run_1/flops_by_reg.png
Drawn at 2 px/um. Other sequential cells in the stronger grey, the rest of the logic in the fainter grey.
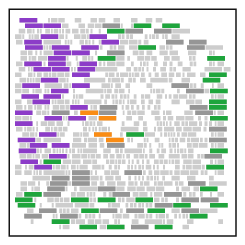
run_1/layer_met3.png
Drawn at 2 px/um. Cells faint in the background.
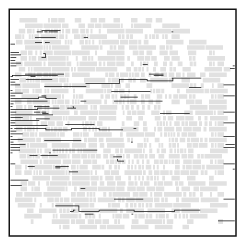
run_1/wires.png
Drawn at 2 px/um.
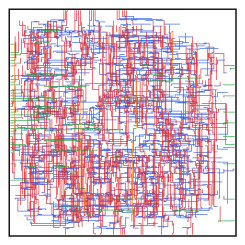
[src/rtl/bcd_conv_pkg.sv]
// ============================================================================
// Package : bcd_conv_pkg
// Brief   : Shared types and constants for the BCD <-> binary converters.
// Rev     : 1.0 - initial release
// ============================================================================
`default_nettype none

package bcd_conv_pkg;

   typedef enum logic [1:0] {
      ST_IDLE = 2'd0,
      ST_RUN  = 2'd1,
      ST_DONE = 2'd2
   } state_t;

   localparam logic [3:0] BCD_MAX = 4'd9;
   localparam int         BCD_W   = 4;

   // Never returns less than 1, so a single-digit build still gets a counter bit.
   function automatic int clog2(input int value);
      int r;
      r = 1;
      for (int i = 1; i < 31; i++) begin
         if ((1 << i) < value) begin
            r = i + 1;
         end
      end
      return r;
   endfunction

endpackage

`default_nettype wire

[src/rtl/bcd_mac10.sv]
// ============================================================================
// Module : bcd_mac10
// Brief  : Combinational acc*10 + d step with overflow and bad-digit flags.
// Rev    : 1.0 - initial release
// ============================================================================
`default_nettype none

module bcd_mac10
   import bcd_conv_pkg::*;
#(
   parameter int WIDTH = 32
) (
   input  logic [WIDTH-1:0] acc,
   input  logic [3:0]       d,
   output logic [WIDTH-1:0] nxt,
   output logic             carry,
   output logic             bad
);

   logic [WIDTH+3:0] w_acc_ext;
   logic [WIDTH+3:0] w_wide;

   assign w_acc_ext = {4'b0000, acc};

   // x*10 as x*8 + x*2; four guard bits are enough to hold 15 + 10*(2^WIDTH-1).
   assign w_wide = (w_acc_ext << 3) + (w_acc_ext << 1) + {{WIDTH{1'b0}}, d};

   assign nxt   = w_wide[WIDTH-1:0];
   assign carry = |w_wide[WIDTH+3:WIDTH];
   assign bad   = (d > BCD_MAX);

endmodule

`default_nettype wire

[src/rtl/bcd_to_binary_seq.sv]
// ============================================================================
// Module : bcd_to_binary_seq
// Brief  : Serial BCD-to-binary converter, one digit per cycle, MSD first,
//          with valid/ready handshakes on input and output.
// Rev    : 1.0 - initial release
// ============================================================================
`default_nettype none

module bcd_to_binary_seq
   import bcd_conv_pkg::*;
#(
   parameter int DIGITS = 10,
   parameter int WIDTH  = 32
) (
   input  logic                  clk,
   input  logic                  rst_n,
   input  logic                  in_valid,
   output logic                  in_ready,
   input  logic [4*DIGITS-1:0]   in_bcd,
   output logic                  out_valid,
   input  logic                  out_ready,
   output logic [WIDTH-1:0]      out_bin,
   output logic                  out_ovf,
   output logic                  out_err
);

   localparam int            SHW      = DIGITS * BCD_W;
   localparam int            CW       = clog2(DIGITS);
   localparam logic [CW-1:0] CNT_LAST = CW'(DIGITS - 1);

   state_t             r_state;
   state_t             w_state_nxt;

   logic               r_live;
   logic [SHW-1:0]     r_sh;
   logic [CW-1:0]      r_cnt;
   logic [WIDTH-1:0]   r_acc;
   logic               r_ovf;
   logic               r_err;

   logic               r_out_valid;
   logic [WIDTH-1:0]   r_out_bin;
   logic               r_out_ovf;
   logic               r_out_err;

   logic               w_in_ready;
   logic               w_in_fire;
   logic               w_out_fire;
   logic               w_step;
   logic               w_last;

   logic [3:0]         w_digit;
   logic [WIDTH-1:0]   w_nxt;
   logic               w_carry;
   logic               w_bad;

   assign w_digit = r_sh[SHW-1 -: BCD_W];

   bcd_mac10 #(
      .WIDTH (WIDTH)
   ) u_mac (
      .acc   (r_acc),
      .d     (w_digit),
      .nxt   (w_nxt),
      .carry (w_carry),
      .bad   (w_bad)
   );

   always_ff @(posedge clk or negedge rst_n) begin
      if (!rst_n) begin
         r_state <= ST_IDLE;
      end else begin
         r_state <= w_state_nxt;
      end
   end

   always_comb begin
      w_state_nxt = r_state;
      w_in_ready  = 1'b0;
      w_in_fire   = 1'b0;
      w_out_fire  = 1'b0;
      w_step      = 1'b0;
      w_last      = (r_cnt == '0);
      case (r_state)
         ST_IDLE: begin
            w_in_ready = r_live;
            if (r_live && in_valid) begin
               w_in_fire   = 1'b1;
               w_state_nxt = ST_RUN;
            end
         end
         ST_RUN: begin
            w_step = 1'b1;
            if (w_last) begin
               w_state_nxt = ST_DONE;
            end
         end
         ST_DONE: begin
            if (out_ready) begin
               w_out_fire  = 1'b1;
               w_state_nxt = ST_IDLE;
            end
         end
         default: begin
            w_state_nxt = ST_IDLE;
         end
      endcase
   end

   // Keeps in_ready low until the first clock edge after reset release.
   always_ff @(posedge clk or negedge rst_n) begin
      if (!rst_n) begin
         r_live <= 1'b0;
      end else begin
         r_live <= 1'b1;
      end
   end

   always_ff @(posedge clk or negedge rst_n) begin
      if (!rst_n) begin
         r_sh  <= '0;
         r_cnt <= '0;
         r_acc <= '0;
         r_ovf <= 1'b0;
         r_err <= 1'b0;
      end else if (w_in_fire) begin
         r_sh  <= in_bcd;
         r_cnt <= CNT_LAST;
         r_acc <= '0;
         r_ovf <= 1'b0;
         r_err <= 1'b0;
      end else if (w_step) begin
         r_sh  <= r_sh << BCD_W;
         r_acc <= w_nxt;
         r_ovf <= r_ovf | w_carry;
         r_err <= r_err | w_bad;
         if (!w_last) begin
            r_cnt <= r_cnt - CW'(1);
         end
      end
   end

   // Results are loaded straight from the final MAC step so DONE shows them at once.
   always_ff @(posedge clk or negedge rst_n) begin
      if (!rst_n) begin
         r_out_valid <= 1'b0;
         r_out_bin   <= '0;
         r_out_ovf   <= 1'b0;
         r_out_err   <= 1'b0;
      end else if (w_step && w_last) begin
         r_out_valid <= 1'b1;
         r_out_bin   <= w_nxt;
         r_out_ovf   <= r_ovf | w_carry;
         r_out_err   <= r_err | w_bad;
      end else if (w_out_fire) begin
         r_out_valid <= 1'b0;
      end
   end

   assign in_ready  = w_in_ready;
   assign out_valid = r_out_valid;
   assign out_bin   = r_out_bin;
   assign out_ovf   = r_out_ovf;
   assign out_err   = r_out_err;

endmodule

`default_nettype wire

[config.mk]
export PLATFORM = sky130hd
export DESIGN_NAME = bcd_to_binary_seq
export DESIGN_NICKNAME = d
export VERILOG_FILES = /design/src/rtl/bcd_conv_pkg.sv /design/src/rtl/bcd_mac10.sv /design/src/rtl/bcd_to_binary_seq.sv
export SDC_FILE = /design/constraint.sdc
export NUM_CORES = 1
export LEC_CHECK = 0
export CORE_MARGIN = 2
export CORE_UTILIZATION = 57
export CTS_CLUSTER_SIZE = 12
export DETAILED_ROUTE_END_ITERATION = 6
export PLACE_DENSITY = 0.81
export SLEW_MARGIN = 20
export SYNTH_ARGS = -nofsm -noshare
export SYNTH_HDL_FRONTEND = slang
export SYNTH_SLANG_ARGS = --single-unit
[constraint.sdc]
create_clock -name clk -period 3.6 [get_ports clk]
set_input_delay 0.72 -clock clk [delete_from_list [all_inputs] [get_ports clk]]
set_output_delay 0.72 -clock clk [all_outputs]
set_load 0.005 [all_outputs]
==> impl_metrics.json, run 1 <==
{
  "ys_sh_xor_pct": 3.78,
  "die_h_um": 113,
  "ys_chip_area_mm2": 0.00672,
  "clock.fmax_mhz": 301,
  "clk_latency_ns": 0.43,
  "hold_path_class": "primary input to asynchronous set/reset pin",
  "yosys_register_bits": 116,
  "path_clk_slew_ns": 0.06,
  "die_width_um": 113,
  "yosys.area_share.simple_pct": 16.2,
  "ant_nets": 0,
  "hold_violations": 0,
  "warning_count": 26,
  "r2r_end": "out_bin[27]",
  "endpoint": "out_bin[27]",
  "dp_hpwl_um": 11300,
  "adder_share_pct": 12.5,
  "slew_headroom_pct": 46.6,
  "cts_buffers": 17,
  "required_ns": 3.88,
  "skew_ns": 0.0118,
  "yosysCellCount": 746,
  "chip_area_mm2": 0.0127,
  "insertedDiodeCount": 0,
  "vias_per_cell": 5.93,
  "floorplan.io_pins": 80,
  "p_total_mw": 9.76,
  "cts.repair.resized": 0,
  "finalNonFillerCells": 968,
  "synth_top_cell_by_area": "dfrtp_1",
  "clock-root-buffer": "clkbuf_16",
  "rows": 39,
  "wl_per_cell_um": 16.5,
  "fp_nets": 856,
  "ir_drop_v": 0.000635,
  "mux_area_share_pct": 0.670,
  "grt_max_degree": 69,
  "synth-edff-count": 0,
  "fin_tns_setup_ns": 0,
  "cts_tree": "yes",
  "lay_top_cells": "nand2_1, dfrtp_1, o21ai_0, clkdlybuf4s50_1, ha_1",
  "detail_route.first_pass.iterations": 5,
  "fin_ws_ns": 0.276,
  "synthToLayoutAreaGrowth_pct": 23.0,
  "synthAoiAreaFrac_pct": 20.0,
  "io_buffers": 79,
  "timing.rr.start": "r_acc[0]",
  "fin_crit_ns": 3.32,
  "drc_errors": 0,
  "cp-start-kind": "flip-flop",
  "crit_fanout": 3,
  "power_density_mw_per_mm2": 1180,
  "crit_path_start": "r_acc[0]",
  "stdcell_area_mm2": 0.00827,
  "netlist_area_mm2": 0.00672,
  "r2r_slack_ns": 0.28,
  "ys_warn_count": 0,
  "finalCritPeriodShare_pct": 92.3,
  "grt_pass1_vias": 5821,
  "dp_slack_ns": 0.228,
  "path_class": "flip-flop to flip-flop",
  "status": "complete, no violations",
  "grt_pass1_wl_um": 27400,
  "rsz0062_at_grt": "no",
  "synthArstFlopShare_pct": 100,
  "ctsHoldBuffers": 0,
  "logic_family": "AND-OR/OR-AND gates",
  "p_leak_nw": 3.88,
  "ff_type": "dfrtp_1",
  "gp_congestion": 0.900,
  "cts_max_level": 4,
  "tightest_slew_ns": 0.801,
  "overflow": 0,
  "fp_util_pct": 58.6,
  "ys_types": 56,
  "final_common_cell": "nand2_1",
  "layout-drive-gt1-share_pct": 7.52,
  "worst_hold_slack_ns": 0.383,
  "critPathCaptureType": "flip-flop",
  "syn_inst": 746,
  "worstPathArrival_ns": 3.61,
  "area_leaders": "dfrtp_1, ha_1, nand2_1",
  "cts.sinks": 116,
  "avgSynthCellArea_um2": 9.01,
  "yosysTopAreaCellShare_pct": 43.2,
  "yosysSeqAreaShare_pct": 43.2,
  "setup_violations": 0,
  "place_area_mm2": 0.00761
}
Notes on flops_by_reg.png above:
Key: r_sh = purple [placed flops 40]; out_bin = green [placed flops 32, where widely spread]; r_cnt = orange [placed flops 4, where middle]
Another 40 sequential cells are not coloured.
sequential cell area share: 35.1%
Post-Route Utilization: 72.1%
P_seq: 2.33 mW
register area: 0.00290 mm^2

Notes on layer_met3.png above:
The wires run mostly horizontal. The longest straight run is 23.9 um. 86 nets have wire on it. The layer holds 5.2% of the routed length.
met3 Use GR: 7.67%
total number of vias: 5,744

Notes on wires.png above:
Key: metal 4 = orange [wire length 241 um]; metal 1 = blue [wire length 6,790 um]; metal 2 = red [wire length 8,090 um]; metal 3 = green [wire length 827 um]

run 1: worst max-delay path, cell delays in order (launching register included):
cell      delay, ns
dfrtp_1        0.35
inv_1          0.08
fa_1           0.57
inv_1          0.07
ha_1           0.31
a211oi_1       0.29
o211ai_1       0.20
a21oi_2        0.20
a211oi_1       0.11
o21bai_1       0.26
buf_4          0.16
a21oi_1        0.09
a31oi_1        0.20
xor2_1         0.19
o21ai_0        0.10
run 1: layout make-up:
cell class              instances  area [um^2]  area share (%)
multi-input cells             566         3610            43.6
repair buffers                 88          868            10.5
clock inverters                13          173            2.09
clock buffers                  19          453            5.48
well taps                     143          179            2.16
inverters                      23         86.3            1.04
flip-flops and latches        116         2900            35.1
run 1: metal layers:
| layer | vias to the layer above | share of wire, % | track usage (%) |
|---|---|---|---|
| li1 | 2792 | - | - |
| met1 | 2783 | 43 | 33.3 |
| met2 | 148 | 51 | 44.7 |
| met3 | 21 | 5.2 | 7.67 |
| met4 | 0 | 1.5 | 9.76 |
| met5 | - | 0 | 0 |
run 1: cell usage after synthesis, types with 5 or more instances:
cell,n
dfrtp_1,116
a21o_1,6
nand4_1,5
xor2_1,14
o21ai_0,81
a31oi_1,8
nor2_1,27
ha_1,64
inv_1,23
a211oi_1,5
o21a_1,5
a22oi_1,33
a21oi_1,36
nor3_1,5
xnor2_1,15
nand3_1,43
nand2_1,151
o21bai_1,5
clkbuf_1,37
run 1: sequential cells by signal, indices dropped and copies added (netlist names), 2 cells and up:
register / cells
r_sh: 40
r_acc: 32
r_state: 2
r_cnt: 4
out_bin: 32
run 1: power breakdown:
group	total, mW	switching (mW)	internal, mW
Combinational	5.64	3.35	2.29
Clock	1.79	0.655	1.13
Sequential	2.33	0.416	1.91
==> run 2: changes to the inputs <==
Settings changed: CELL_PAD_IN_SITES_DETAIL_PLACEMENT set to 1, CELL_PAD_IN_SITES_GLOBAL_PLACEMENT set to 1, CORE_UTILIZATION 57 to 44, CTS_BUF_LIST set to sky130_fd_sc_hd__clkbuf_2 sky130_fd_sc_hd__clkbuf_4 sky130_fd_sc_hd__clkbuf_8, PLACE_DENSITY 0.81 to not set, PLACE_DENSITY_LB_ADDON set to 0.1.
==> run 2 against run 1 <==
Against the previous run:
- synthesized cell count is the same
- critical path depth shrank 1
- die area grew 28%
- sequential share of layout area grew 0.82 points
- critical endpoint is now out_ovf
==> impl_metrics.json, run 2 <==
{
  "status": "complete, no violations",
  "crit_cells": 13,
  "die_h_um": 128,
  "r2r_slack_ns": 0.22,
  "top_register": "r_sh",
  "yosys_register_bits": 116,
  "wl_met3_um": 708,
  "fin_tns_setup_ns": 0,
  "cts_buffers": 17,
  "yosysSeqAreaShare_pct": 43.2,
  "yosysCellCount": 746,
  "ff_type": "dfrtp_1",
  "syn_inst": 746,
  "drc_errors": 0,
  "r2r_end": "out_ovf",
  "setup_violations": 0,
  "ys_types": 56,
  "gp_congestion": 0.889,
  "yosysMostFrequentCell": "nand2_1",
  "floorplan.io_pins": 80,
  "synthArstFlopShare_pct": 100,
  "clock-root-buffer": "clkbuf_8",
  "cts.sinks": 116,
  "cts_tree": "yes",
  "crit_buf_inv": 2,
  "path_class": "flip-flop to flip-flop",
  "ir_drop_v": 0.000399,
  "ys_chip_area_mm2": 0.00672,
  "synthToLayoutAreaGrowth_pct": 20.2,
  "clock.fmax_mhz": 296,
  "crit_fanout": 3,
  "p_total_mw": 9.33,
  "p_leak_nw": 3.76,
  "ant_nets": 0,
  "chip_area_mm2": 0.0163,
  "insertedDiodeCount": 0,
  "wl_per_cell_um": 17.9,
  "io_buffers": 79,
  "ys_warn_count": 0,
  "timing.rr.start": "r_acc[0]",
  "largest_register_ffs": 40,
  "routed-wl-met2_um": 8990,
  "worstPathCellList": "inv_1 -> fa_1 -> inv_1 -> ha_1 -> a211oi_1 -> o211ai_1 -> a21oi_2 -> a211oi_2 -> o21bai_2 -> a21oi_1 -> o21a_1 -> a211oi_2 -> o21ai_0",
  "yosysTopAreaCellShare_pct": 43.2,
  "cts_max_level": 4,
  "clk_latency_ns": 0.45,
  "worst_path_dominant_cell_family": "AND-OR/OR-AND gates"
}
==> run 2: logic make-up after synthesis <==
group,after synthesis,share of synthesized area (%)
simple gates,252,16.2
compound gates,214,20.0
flops,116,43.2
fa+ha+maj,66,12.5
buf+inv,64,3.61
xor+xnor,29,3.78
mux,4,0.670
other cells,1,0.0558
==> run 2: power by group <==
part           internal, mW  switching [mW]  total [mW]
Combinational          2.32            3.54        5.85
Clock                 0.545           0.590        1.13
Sequential             1.91           0.431        2.34
==> run 2: routing by layer <==
metal  GRT usage (%)  up-vias
met4            5.95        0
met2            40.1       89
li1                -     2774
met1            29.3     2861
met3            6.03       24
met5               0        -
==> run 2: cell type report <==
cell class	count	share of cell area, %
Inverter	23	1.07
Clock buffer	17	2.90
Sequential cell	116	35.9
Multi-Input combinational cell	566	44.8
Tap cell	188	2.91
Timing Repair Buffer	88	10.7
Clock inverter	14	1.61
==> run 2: repair_timing <==
item / CTS / global route
buffers inserted: 0 / 1
hold buffers: 0 / 0
gates resized: 0 / 6
endpoints found under the setup margin: 0 / 6
endpoints found under the hold margin: 0 / 0
==> run 2: worst reg2reg max path: stages (launching register included) <==
cell and delay [ns]:
dfrtp_1 0.38, inv_1 0.09, fa_1 0.56, inv_1 0.06
ha_1 0.30, a211oi_1 0.30, o211ai_1 0.24, a21oi_2 0.24
a211oi_2 0.11, o21bai_2 0.21, a21oi_1 0.17, o21a_1 0.22
a211oi_2 0.23, o21ai_0 0.12
run_2/wires.png
Drawn at 2 px/um.
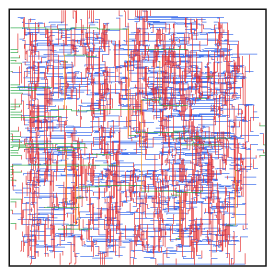
Key: metal 2 = red [wire length 8,990 um]; metal 1 = blue [wire length 8,110 um]; metal 4 = orange [wire length 269 um]; metal 3 = green [wire length 708 um]

run_2/flops_by_reg.png
Drawn at 2 px/um. Other sequential cells in the stronger grey, the rest of the logic in the fainter grey.
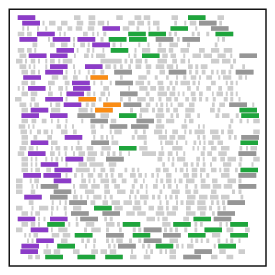
Key: r_cnt = orange [placed flops 4]; r_sh = purple [placed flops 40, where a vertical strip on the left]; out_bin = green [placed flops 32, where widely spread]
Post-Route Utilization: 53.5%
P_seq: 2.34 mW
sequential cell area share: 35.9%

run_2/layer_met3.png
Drawn at 2 px/um. Cells faint in the background.
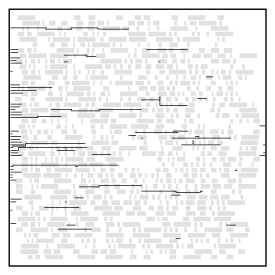
The layer carries 708 um of wire. The longest straight run is 52.7 um. The wires run mostly horizontal.
final WL: 18,100 um
met3 Use GR: 6.03%
total number of vias: 5,748

Power is estimated from default activity; no workload was simulated.
